layers.png
Scale bar: 20 um.
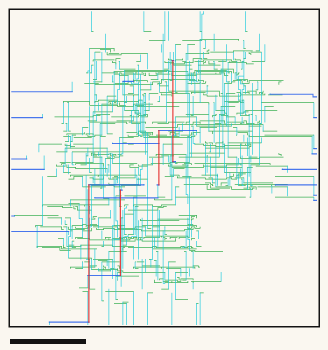
congestion_map.png
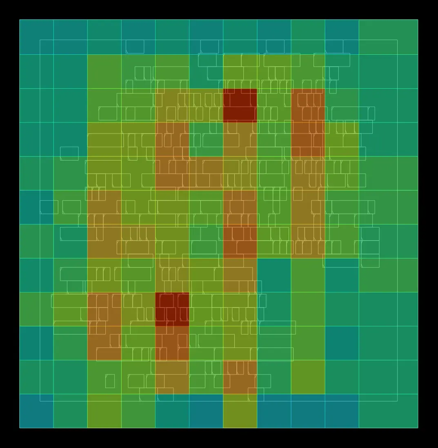
closeup.png
Scale bar: 5 um. Region (30, 48) to (50, 68) um. Cells in gray, sequential cells in the stronger gray; small squares are vias.
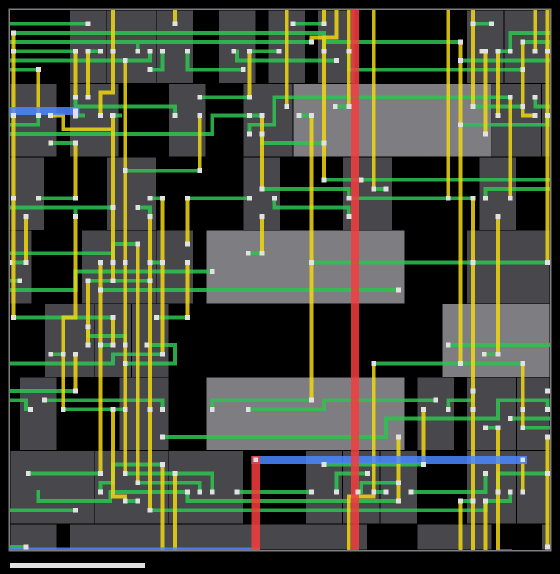
--- src/rtl/serial_adder_pkg.sv ---
// Shared types and helpers for the bit-serial adder.
// Optional subtract mode is enabled by defining SERIAL_ADDER_SUB_EN.
package serial_adder_pkg;

    // Controller states: waiting, shifting bits, one-cycle completion.
    typedef enum logic [1:0] {
        IDLE = 2'd0,
        RUN  = 2'd1,
        DONE = 2'd2
    } state_e;

    // Bit counter width; never below one bit so the counter always exists.
    function automatic int cnt_width(input int width);
        return (width > 1) ? $clog2(width) : 1;
    endfunction

endpackage

--- src/rtl/serial_adder_if.sv ---
// Parallel load / result bundle of the bit-serial adder.
// With SERIAL_ADDER_SUB_EN defined the bundle also carries the sub request.
interface serial_adder_if #(
    parameter int WIDTH = 8
);
    logic             start;
    logic [WIDTH-1:0] a_in;
    logic [WIDTH-1:0] b_in;
    logic             cin;
`ifdef SERIAL_ADDER_SUB_EN
    logic             sub;
`endif
    logic             busy;
    logic             done;
    logic [WIDTH-1:0] sum;
    logic             cout;

`ifdef SERIAL_ADDER_SUB_EN
    modport master (output start, a_in, b_in, cin, sub, input busy, done, sum, cout);
    modport slave  (input start, a_in, b_in, cin, sub, output busy, done, sum, cout);
`else
    modport master (output start, a_in, b_in, cin, input busy, done, sum, cout);
    modport slave  (input start, a_in, b_in, cin, output busy, done, sum, cout);
`endif
endinterface

--- src/rtl/serial_adder_fa_cell.sv ---
// Single full-adder cell: the only arithmetic in the serial adder.
module fa_cell (
    input  logic a_i,
    input  logic b_i,
    input  logic c_i,
    output logic s_o,
    output logic co_o
);
    assign s_o  = a_i ^ b_i ^ c_i;
    assign co_o = (a_i & b_i) | ((a_i ^ b_i) & c_i);
endmodule

--- src/rtl/serial_adder.sv ---
// Bit-serial WIDTH-bit adder: one full-adder cell, a registered carry and
// shift registers, one bit pair per clock LSB first; result after WIDTH clocks.
// Defining SERIAL_ADDER_SUB_EN adds a sub request (A - B via inverted B, carry 1).
module serial_adder
    import serial_adder_pkg::*;
#(
    parameter int WIDTH = 8
) (
    input  logic         clk,
    input  logic         rst,
    serial_adder_if.slave bus
);
    localparam int            CW   = cnt_width(WIDTH);
    localparam logic [CW-1:0] LAST = CW'(WIDTH - 1);

    state_e           state_q, state_d;
    logic [WIDTH-1:0] a_q, a_d;
    logic [WIDTH-1:0] b_q, b_d;
    logic [WIDTH-1:0] shift_q, shift_d;
    logic [WIDTH-1:0] sum_q, sum_d;
    logic             carry_q, carry_d;
    logic             cout_q, cout_d;
    logic [CW-1:0]    cnt_q, cnt_d;

    logic             fa_s;
    logic             fa_co;
    logic [WIDTH-1:0] load_b;
    logic             load_c;

    // Operand conditioning at load time: subtract is A + ~B + 1.
`ifdef SERIAL_ADDER_SUB_EN
    assign load_b = bus.sub ? ~bus.b_in : bus.b_in;
    assign load_c = bus.sub ? 1'b1 : bus.cin;
`else
    assign load_b = bus.b_in;
    assign load_c = bus.cin;
`endif

    fa_cell u_fa (
        .a_i  (a_q[0]),
        .b_i  (b_q[0]),
        .c_i  (carry_q),
        .s_o  (fa_s),
        .co_o (fa_co)
    );

    // Next-state and datapath update for the serial add controller.
    always_comb begin
        // NOTE: every _d gets its hold value first so no path can infer a latch.
        state_d = state_q;
        a_d     = a_q;
        b_d     = b_q;
        shift_d = shift_q;
        sum_d   = sum_q;
        carry_d = carry_q;
        cout_d  = cout_q;
        cnt_d   = cnt_q;

        unique case (state_q)
            IDLE, DONE: begin
                if (bus.start) begin
                    state_d = RUN;
                    a_d     = bus.a_in;
                    b_d     = load_b;
                    carry_d = load_c;
                    cnt_d   = '0;
                end else begin
                    state_d = IDLE;
                end
            end
            RUN: begin
                shift_d = {fa_s, shift_q[WIDTH-1:1]};
                carry_d = fa_co;
                a_d     = a_q >> 1;
                b_d     = b_q >> 1;
                cnt_d   = cnt_q + CW'(1);
                if (cnt_q == LAST) begin
                    // Publish the full result, including this edge's bit.
                    state_d = DONE;
                    sum_d   = {fa_s, shift_q[WIDTH-1:1]};
                    cout_d  = fa_co;
                    cnt_d   = '0;
                end
            end
            default: state_d = IDLE;
        endcase
    end

    // State and datapath registers with synchronous reset taking priority.
    always_ff @(posedge clk) begin
        // NOTE: sequential state uses non-blocking assignments so every register samples pre-edge values.
        if (rst) begin
            state_q <= IDLE;
            a_q     <= '0;
            b_q     <= '0;
            shift_q <= '0;
            sum_q   <= '0;
            carry_q <= 1'b0;
            cout_q  <= 1'b0;
            cnt_q   <= '0;
        end else begin
            state_q <= state_d;
            a_q     <= a_d;
            b_q     <= b_d;
            shift_q <= shift_d;
            sum_q   <= sum_d;
            carry_q <= carry_d;
            cout_q  <= cout_d;
            cnt_q   <= cnt_d;
        end
    end

    assign bus.busy = (state_q == RUN);
    assign bus.done = (state_q == DONE);
    assign bus.sum  = sum_q;
    assign bus.cout = cout_q;

endmodule

--- src/flat_wrapper.sv ---
// flat-port wrapper written by rule: the top's interface ports become plain ports
module serial_adder_flat import serial_adder_pkg::*;
#(
    parameter int WIDTH = 8
)
  (clk, rst, bus_start, bus_a_in, bus_b_in, bus_cin, bus_busy, bus_done, bus_sum, bus_cout);
  serial_adder_if #(.WIDTH(WIDTH)) bus_i ();
  input  logic clk;
  input  logic rst;
  input wire logic [$bits(bus_i.start)-1:0] bus_start;
  input wire logic [$bits(bus_i.a_in)-1:0] bus_a_in;
  input wire logic [$bits(bus_i.b_in)-1:0] bus_b_in;
  input wire logic [$bits(bus_i.cin)-1:0] bus_cin;
  output wire logic [$bits(bus_i.busy)-1:0] bus_busy;
  output wire logic [$bits(bus_i.done)-1:0] bus_done;
  output wire logic [$bits(bus_i.sum)-1:0] bus_sum;
  output wire logic [$bits(bus_i.cout)-1:0] bus_cout;
  assign bus_i.start = bus_start;
  assign bus_i.a_in = bus_a_in;
  assign bus_i.b_in = bus_b_in;
  assign bus_i.cin = bus_cin;
  assign bus_busy = bus_i.busy;
  assign bus_done = bus_i.done;
  assign bus_sum = bus_i.sum;
  assign bus_cout = bus_i.cout;
  serial_adder #(.WIDTH(WIDTH)) u_core (.clk(clk), .rst(rst), .bus(bus_i));
endmodule
--- config.mk ---
export PLATFORM = sky130hd
export DESIGN_NAME = serial_adder_flat
export DESIGN_NICKNAME = d
export VERILOG_FILES = /design/src/rtl/serial_adder_pkg.sv /design/src/rtl/serial_adder_if.sv /design/src/rtl/serial_adder_fa_cell.sv /design/src/rtl/serial_adder.sv /design/src/flat_wrapper.sv
export SDC_FILE = /design/constraint.sdc
export NUM_CORES = 1
export LEC_CHECK = 0
export ABC_AREA = 1
export CORE_AREA = 4 4 77 79
export DETAILED_ROUTE_END_ITERATION = 8
export DIE_AREA = 0 0 81 83
export GPL_ROUTABILITY_DRIVEN = 0
export SLEW_MARGIN = 20
export SYNTH_ARGS = -nofsm -noshare
export SYNTH_HDL_FRONTEND = slang
export SYNTH_HIERARCHICAL = 1
export SYNTH_SLANG_ARGS = --single-unit
--- constraint.sdc ---
create_clock -name clk -period 1.5 [get_ports clk]
set_clock_uncertainty 0.2 [all_clocks]
set_input_delay 0.225 -clock clk [delete_from_list [all_inputs] [get_ports clk]]
set_output_delay 0.225 -clock clk [all_outputs]
set_load 0.005 [all_outputs]
==> ds_physical_params.txt <==
Implementation parameters

Parameter                              Value

Outcome
  Run status    complete, no violations

Clocking
  Count of instances resized after the clock tree is built    15
  Clock-pin slew of the registers on the worst-case setup and hold paths    0.07 ns
  Depth of the CTS H-tree    2
  CTS tree    built
  Post-CTS Hold Fix Bufs    0

Critical path
  CP endpoint kind    primary output
  Beginning of the worst register-to-register path    u_core/a_q[0]
  Largest driver fanout on the critical path    2
  Critical Path Slowest Stage Cell    sky130_fd_sc_hd__dfxtp_2

Synthesis
  And+or+nand+nor area frac    36.4%
  Area fraction in mux cells    0%
  Post-synth seq share    between 40% and 50%
  Count of flip-flops with a built-in enable after synthesis    0
  Yosys stat area    0.00178 mm^2
  Yosys xor share    0%
  Leading register cell type out of synthesis    sky130_fd_sc_hd__dfxtp_1
  Post-Synthesis Net Count    277
  Area share of the largest cell type after synthesis    42.7%
  Total cells reported by yosys after synthesis    254

Floorplanning
  Standard-cell row count    27
  Std-Cell Core Area    0.00534 mm^2
  Number of ports placed on the die boundary    31

Hold path
  Terminating pin of the worst hold path    u_core/bus.sum[5]

Final layout
  Non-clock buffers    42
  Number of nets in the finished design    311
  Clock network area share    4.89%
  Final Non-Filler Cells    360
  Count of inverters not on the clock network in the layout    36
  Area taken by flip-flops and latches    between 700 and 800 um^2
  Multi-input logic area    805 um^2

Detailed routing
  M1 WL    1960 um
  Total met2 wirelength after detailed routing    1650 um
  DR iter-0 viols    69

GRT
  Number of global-route vias before repair    1,557
  Maximum number of pins on one net before global-route repair    38
  Total congestion overflow after global routing    0

Timing
  Final Setup Violations    0
  Relative slew slack    84.7%
  Max Clock Freq    709 MHz
  Final number of hold-violating endpoints    0
  Transition time of the tightest slew-check pin    roughly 0.23 ns
  Final critical path time including I/O delays and setup    1.41 ns

Power
  Reg power frac    between 40% and 50%
  Portion of total power attributed to the clock network    36.6%
  Sequential group power    1.11 mW
  Largest power group    registers

Place
  Area of placed instances    0.00217 mm^2
-- layers.png (at the start) --
- red: M4 (wire length 99.3 um)
- blue: M3 (wire length 165 um)
- green: M1 (wire length 1,960 um)
- cyan: M2 (wire length 1,650 um)
aggregate routed wire length: 3870 um
via count: 1,591
Overall Global Routing Usage: 12.6%
detail-routed net length per standard cell: 10.7 um

-- congestion_map.png (at the start) --
met2 Use GR: 19.3%
post-layout util: 43.2%
GR met1 Demand/Resource: 16.1%
met3 track demand over resource: 4.23%
layer with the highest usage after global routing: met2

-- closeup.png (at the start) --
- blue: M3
- green: M1
- yellow: M2
- red: M4
- cells with their middle in the window: 40
- sequential cells in the window: 4
- netlist names of flops here include: u_core/a_q (3), u_core/carry_q (1)
- most frequent: nand2_1 (10), nand3_1 (9), inv_1 (7)

==> placed cells by master, fill, tap and decap left out <==
cell,count
sky130_fd_sc_hd__clkdlybuf4s15_1,1
sky130_fd_sc_hd__nor2_2,1
sky130_fd_sc_hd__nand2_8,1
sky130_fd_sc_hd__dlygate4sd2_1,9
sky130_fd_sc_hd__clkdlybuf4s50_1,19
sky130_fd_sc_hd__buf_6,2
sky130_fd_sc_hd__nand3_1,43
sky130_fd_sc_hd__nand2_2,2
sky130_fd_sc_hd__bufinv_16,1
sky130_fd_sc_hd__nor2_4,1
sky130_fd_sc_hd__nand2_1,49
sky130_fd_sc_hd__dfxtp_4,1
sky130_fd_sc_hd__dfxtp_2,1
sky130_fd_sc_hd__nor3_1,15
sky130_fd_sc_hd__buf_12,1
sky130_fd_sc_hd__nor2_1,30
sky130_fd_sc_hd__o21ai_0,7
sky130_fd_sc_hd__nand3b_1,3
sky130_fd_sc_hd__buf_4,9
sky130_fd_sc_hd__inv_1,32
sky130_fd_sc_hd__clkbuf_8,6
sky130_fd_sc_hd__a21oi_1,10
sky130_fd_sc_hd__ha_1,1
sky130_fd_sc_hd__ha_4,1
sky130_fd_sc_hd__fa_2,1
sky130_fd_sc_hd__inv_4,1
sky130_fd_sc_hd__dfxtp_1,36
sky130_fd_sc_hd__clkbuf_2,1
sky130_fd_sc_hd__inv_2,3
==> registers in the layout, indices dropped and copies added (netlist names) <==
register	flops
u_core/a_q	8
u_core/b_q	8
u_core/bus.sum	8
u_core/shift_q	7
u_core/cnt_q	3
u_core/state_q	2
u_core/bus.cout	1
u_core/carry_q	1
==> layer usage <==
layer	up-vias	global-route usage, %
met5	-	0
met2	27	19.3
li1	868	-
met3	9	4.23
met4	0	4.92
met1	687	16.1
Power figures rest on the tool's default switching activity, not on a simulated workload.
